## config.mk

```make
export PLATFORM = sky130hd
export DESIGN_NAME = axis_pkt_sink_flat
export DESIGN_NICKNAME = d
export VERILOG_FILES = /design/src/rtl/axis_pkt_sink_if.sv /design/src/rtl/axis_pkt_sink.sv /design/src/flat_wrapper.sv
export SDC_FILE = /design/constraint.sdc
export NUM_CORES = 2
export LEC_CHECK = 0
export CAP_MARGIN = 30
export CORE_ASPECT_RATIO = 0.8
export CORE_MARGIN = 2
export CORE_UTILIZATION = 55
export DETAILED_ROUTE_END_ITERATION = 7
export PLACE_DENSITY = 0.7
export SYNTH_ARGS = -nofsm -noshare
export SYNTH_HDL_FRONTEND = slang
export SYNTH_SLANG_ARGS = --single-unit
```

## constraint.sdc

```tcl
create_clock -name clk -period 31.8 [get_ports clk]
set_input_delay 4.77 -clock clk [delete_from_list [all_inputs] [get_ports clk]]
set_output_delay 4.77 -clock clk [all_outputs]
set_load 0.005 [all_outputs]
```

## src/rtl/axis_pkt_sink_if.sv

```systemverilog
// axis_pkt_sink_if: AXI4-Stream beat bus between a packet master and the sink
interface axis_pkt_sink_if #(
    parameter int DATA_WIDTH = 128,
    parameter int USER_WIDTH = 3
);
    localparam int DATA_BYTES = DATA_WIDTH / 8;
    logic [DATA_WIDTH-1:0] TDATA;
    logic                  TVALID;
    logic                  TREADY;
    logic                  TLAST;
    logic [DATA_BYTES-1:0] TSTRB;
    logic [USER_WIDTH-1:0] TUSER;
    modport master (output TDATA, TVALID, TLAST, TSTRB, TUSER, input TREADY);
    modport slave (input TDATA, TVALID, TLAST, TSTRB, TUSER, output TREADY);
endinterface

```

## src/rtl/axis_pkt_sink.sv

```systemverilog
// axis_pkt_sink: AXI4-Stream sink with show-ahead beat FIFO and per-packet framing summary
module axis_pkt_sink #(
    parameter int DATA_WIDTH = 128,
    parameter int DATA_BYTES = DATA_WIDTH / 8,
    parameter int USER_WIDTH = 3,
    parameter int FIFO_DEPTH = 16,
    parameter int CNT_WIDTH  = 16
) (
    input  logic                            clk,
    input  logic                            rst,
    axis_pkt_sink_if.slave                  axis,
    output logic                            rd_valid,
    input  logic                            rd_ready,
    output logic [DATA_WIDTH-1:0]           rd_data,
    output logic [DATA_BYTES-1:0]           rd_strb,
    output logic                            rd_last,
    output logic [USER_WIDTH-1:0]           rd_user,
    output logic                            pkt_done,
    output logic [CNT_WIDTH-1:0]            pkt_bytes,
    output logic [CNT_WIDTH-1:0]            pkt_beats,
    output logic [USER_WIDTH-1:0]           pkt_user,
    output logic                            pkt_err,
    output logic [$clog2(FIFO_DEPTH):0]     fifo_count
);
    localparam int AW  = $clog2(FIFO_DEPTH);
    localparam int FCW = AW + 1;
    localparam int PW  = $clog2(DATA_BYTES + 1);
    localparam int EW  = DATA_WIDTH + DATA_BYTES + USER_WIDTH + 1;
    typedef enum logic {IDLE, IN_PKT} state_t;
    logic [EW-1:0]         mem [FIFO_DEPTH];
    logic [AW-1:0]         wr_ptr, rd_ptr;
    logic [FCW-1:0]        count, count_next;
    logic                  ready_q, push, pop;
    state_t                state;
    logic [CNT_WIDTH-1:0]  acc_bytes, acc_beats, byte_base, beat_base, bytes_new, beats_new;
    logic [USER_WIDTH-1:0] first_user, user_new;
    logic                  acc_err, first, contig, beat_err, err_new;
    logic [PW-1:0]         pc;
    logic [CNT_WIDTH:0]    byte_sum, beat_sum;
    // TREADY is a pure register so no combinational path reaches it from TVALID or rd_ready
    assign axis.TREADY = ready_q;
    assign push        = axis.TVALID & ready_q;
    assign rd_valid    = count != '0;
    assign pop         = rd_valid & rd_ready;
    assign count_next  = count + FCW'(push) - FCW'(pop);
    assign fifo_count  = count;
    assign {rd_last, rd_user, rd_strb, rd_data} = rd_valid ? mem[rd_ptr] : '0;
    always_comb begin
        pc = '0;
        for (int i = 0; i < DATA_BYTES; i++)
            pc = pc + PW'(axis.TSTRB[i]);
    end
    always_comb begin
        first     = state == IDLE;
        contig    = axis.TSTRB != '0 && (axis.TSTRB & (axis.TSTRB + DATA_BYTES'(1))) == '0;
        beat_err  = !contig | (!axis.TLAST & axis.TSTRB != '1) | (!first & axis.TUSER != first_user);
        byte_base = first ? '0 : acc_bytes;
        beat_base = first ? '0 : acc_beats;
        byte_sum  = {1'b0, byte_base} + (CNT_WIDTH + 1)'(pc);
        beat_sum  = {1'b0, beat_base} + (CNT_WIDTH + 1)'(1);
        bytes_new = byte_sum[CNT_WIDTH] ? '1 : byte_sum[CNT_WIDTH-1:0];
        beats_new = beat_sum[CNT_WIDTH] ? '1 : beat_sum[CNT_WIDTH-1:0];
        user_new  = first ? axis.TUSER : first_user;
        err_new   = (!first & acc_err) | beat_err | byte_sum[CNT_WIDTH] | beat_sum[CNT_WIDTH];
    end
    always_ff @(posedge clk)
        if (push) mem[wr_ptr] <= {axis.TLAST, axis.TUSER, axis.TSTRB, axis.TDATA};
    always_ff @(posedge clk or negedge rst) begin
        if (!rst) begin
            wr_ptr     <= '0;
            rd_ptr     <= '0;
            count      <= '0;
            ready_q    <= 1'b0;
            state      <= IDLE;
            acc_bytes  <= '0;
            acc_beats  <= '0;
            first_user <= '0;
            acc_err    <= 1'b0;
            pkt_done   <= 1'b0;
            pkt_bytes  <= '0;
            pkt_beats  <= '0;
            pkt_user   <= '0;
            pkt_err    <= 1'b0;
        end else begin
            count    <= count_next;
            ready_q  <= count_next != FCW'(FIFO_DEPTH);
            pkt_done <= push & axis.TLAST;
            if (push) wr_ptr <= wr_ptr + AW'(1);
            if (pop) rd_ptr <= rd_ptr + AW'(1);
            if (push && axis.TLAST) begin
                state     <= IDLE;
                pkt_bytes <= bytes_new;
                pkt_beats <= beats_new;
                pkt_user  <= user_new;
                pkt_err   <= err_new;
            end else if (push) begin
                state      <= IN_PKT;
                acc_bytes  <= bytes_new;
                acc_beats  <= beats_new;
                first_user <= user_new;
                acc_err    <= err_new;
            end
        end
    end
endmodule
```

## src/flat_wrapper.sv

```systemverilog
// flat-port wrapper written by rule: the top's interface ports become plain ports
module axis_pkt_sink_flat 
#(
    parameter int DATA_WIDTH = 128,
    parameter int DATA_BYTES = DATA_WIDTH / 8,
    parameter int USER_WIDTH = 3,
    parameter int FIFO_DEPTH = 16,
    parameter int CNT_WIDTH  = 16
)
  (clk, rst, rd_valid, rd_ready, rd_data, rd_strb, rd_last, rd_user, pkt_done, pkt_bytes, pkt_beats, pkt_user, pkt_err, fifo_count, axis_TDATA, axis_TVALID, axis_TLAST, axis_TSTRB, axis_TUSER, axis_TREADY);
  axis_pkt_sink_if #(.DATA_WIDTH(DATA_WIDTH), .USER_WIDTH(USER_WIDTH)) axis_i ();
  input  logic clk;
  input  logic rst;
  output logic rd_valid;
  input  logic rd_ready;
  output logic [DATA_WIDTH-1:0] rd_data;
  output logic [DATA_BYTES-1:0] rd_strb;
  output logic rd_last;
  output logic [USER_WIDTH-1:0] rd_user;
  output logic pkt_done;
  output logic [CNT_WIDTH-1:0] pkt_bytes;
  output logic [CNT_WIDTH-1:0] pkt_beats;
  output logic [USER_WIDTH-1:0] pkt_user;
  output logic pkt_err;
  output logic [$clog2(FIFO_DEPTH):0] fifo_count;
  input wire logic [$bits(axis_i.TDATA)-1:0] axis_TDATA;
  input wire logic [$bits(axis_i.TVALID)-1:0] axis_TVALID;
  input wire logic [$bits(axis_i.TLAST)-1:0] axis_TLAST;
  input wire logic [$bits(axis_i.TSTRB)-1:0] axis_TSTRB;
  input wire logic [$bits(axis_i.TUSER)-1:0] axis_TUSER;
  output wire logic [$bits(axis_i.TREADY)-1:0] axis_TREADY;
  assign axis_i.TDATA = axis_TDATA;
  assign axis_i.TVALID = axis_TVALID;
  assign axis_i.TLAST = axis_TLAST;
  assign axis_i.TSTRB = axis_TSTRB;
  assign axis_i.TUSER = axis_TUSER;
  assign axis_TREADY = axis_i.TREADY;
  axis_pkt_sink #(.DATA_WIDTH(DATA_WIDTH), .DATA_BYTES(DATA_BYTES), .USER_WIDTH(USER_WIDTH), .FIFO_DEPTH(FIFO_DEPTH), .CNT_WIDTH(CNT_WIDTH)) u_core (.clk(clk), .rst(rst), .axis(axis_i), .rd_valid(rd_valid), .rd_ready(rd_ready), .rd_data(rd_data), .rd_strb(rd_strb), .rd_last(rd_last), .rd_user(rd_user), .pkt_done(pkt_done), .pkt_bytes(pkt_bytes), .pkt_beats(pkt_beats), .pkt_user(pkt_user), .pkt_err(pkt_err), .fifo_count(fifo_count));
endmodule
```

**Routing congestion map**

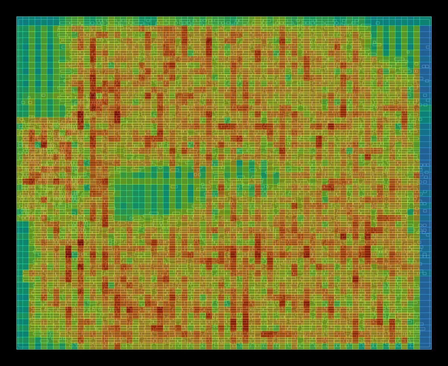
GRT met3 Usage: 4.48%
global-route track usage on met2: 38.8%

**Port wiring**

Scale: 1 px per um.
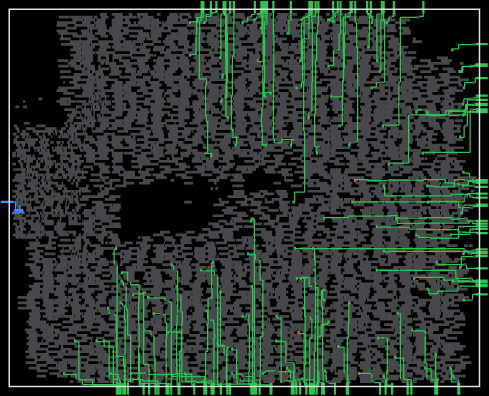
[rd_data] green | bits: 128 | direction: output | edge: 58 south, 36 north, 34 east | end cells: 128 | buffers: 128 | wire: 9320 um
[axis_TREADY] blue | bits: 1 | direction: output | edge: west | end cells: 1 | buffers: 1 | wire: 36.1 um

**The metal 4 layer**

Scale: 1 px per um. Supply wires on this layer in gray.
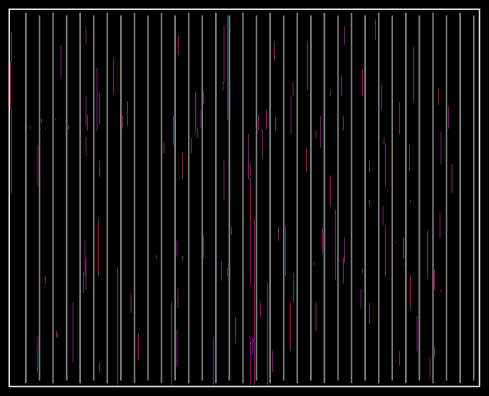
longest straight run: 165 um
main direction: vertical
nets with wire on the layer: 62

==> flow_summary_export.csv <==
group,metric,value,unit
status,status,"finished, final reports clean",
logic_synthesis,compound_area_share,0.897,%
logic_synthesis,netlist_instances,4035,
final_timing,max_clock_freq,0.0833,GHz
logic_synthesis,ys.warnings.count,0,
logic_synthesis,netlist-cell-type-count,53,
setup_path,rrSetupSlack,27.53,ns
power_and_ir_drop,p_sw,2.77,mW
setup_path,cp-end-kind,"output port",
final_timing,fin_skew,0.0245,ns
logic_synthesis,synth_async_sr_flop_share,3.58,%
logic_synthesis,simple_gate_share,2.06,%
clock_tree,cts_htree_levels,4,
final_timing,final-max-slew-violation-count,0,
drt,dr.max_layer_used,"met5",
logic_synthesis,post_synth_most_frequent_cells,"2368 x sky130_fd_sc_hd__edfxtp_1, 740 x sky130_fd_sc_hd__mux4_2, 161 x sky130_fd_sc_hd__and2_1",
setup_path,critical_path_arrival,7.23,ns
setup_path,cp_data_required_time,27.03,ns
clock_tree,cts_tree,"done",
logic_synthesis,post-synth-top-count-cell,"sky130_fd_sc_hd__edfxtp_1",
job,cap_viol_max_count,0,
cells_and_area,fill_cells,11200,
setup_path,crit_path_max_fanout,105,
final_timing,slew-limit-headroom,31.8,%
die,chipWidth,469,um
drt,wl_met3,15900,um
final_timing,setup_total_neg_slack,0,ns
placed_design,io_buffers,343,
global_routing,grt_overflow_total,0,
setup_path,cpMaxStageDelayCell,"sky130_fd_sc_hd__dfrtp_4",
job,log.warning_count,50,
final_timing,final_period_util,37.8,%
die,fp.coreArea,172000,um2
global_routing,initial_antenna_violation_count,33,
drt,detail_routed_via_count_per_cell,6.33,
logic_synthesis,mux_area_share,17.7,%
clock_tree,insertion_delay,0.84,ns
setup_path,criticalPathCategory,"reg2out",
power_and_ir_drop,seq_power_share,41.1,%
## power by group through the flow
stage	registers, mW	clock network [mW]	logic, mW
final	4.06	2.69	3.13
after global routing	4.09	2.86	3.33
after CTS	4.06	2.73	3.19
after detailed placement	4.13	0	3.17
after global placement	4.13	0	3.12
after floorplan	4.13	0	2.00
## final cells by class
type	count	area [um2]	share of cell area, %
diodes	13	32.5	0.0299
clock buffers	279	6010	5.53
clock inverters	137	1350	1.24
inverters	46	173	0.159
multi-input cells	1324	20500	18.9
flip-flops and latches	2456	73300	67.4
well taps	2277	2850	2.62
repair buffers	429	4440	4.09
## path summary, 6_finish.rpt
| check | from | to | cells after the start |
|---|---|---|---|
| max | u_core.rd_ptr[0] | rd_data[79] | 9 |
| min | u_core.acc_bytes[4] | u_core.acc_bytes[4] | 2 |
| max reg2reg | u_core.axis.TREADY | u_core.mem[8][97] | 5 |
| min reg2reg | u_core.acc_bytes[4] | u_core.acc_bytes[4] | 2 |
| max in group asynchronous | rst | u_core.rd_ptr[1] | 2 |
| min in group asynchronous | rst | u_core.pkt_bytes[4] | 1 |
## registers in the layout, indices dropped and copies added (netlist names), 4 cells and up
name,flops
u_core.wr_ptr,4
u_core.acc_beats,16
u_core.pkt_beats,16
u_core.fifo_count,5
u_core.pkt_bytes,16
u_core.rd_ptr,4
u_core.mem,2368
u_core.acc_bytes,16
## worst reg2reg max path: stages (launching register included)
cell,delay [ns]
sky130_fd_sc_hd__dfrtp_1,0.35
sky130_fd_sc_hd__and2_1,0.55
sky130_fd_sc_hd__nand2_1,0.39
sky130_fd_sc_hd__nor2_4,0.77
sky130_fd_sc_hd__buf_4,0.83
sky130_fd_sc_hd__buf_4,0.96
Power figures rest on the tool's default switching activity, not on a simulated workload.
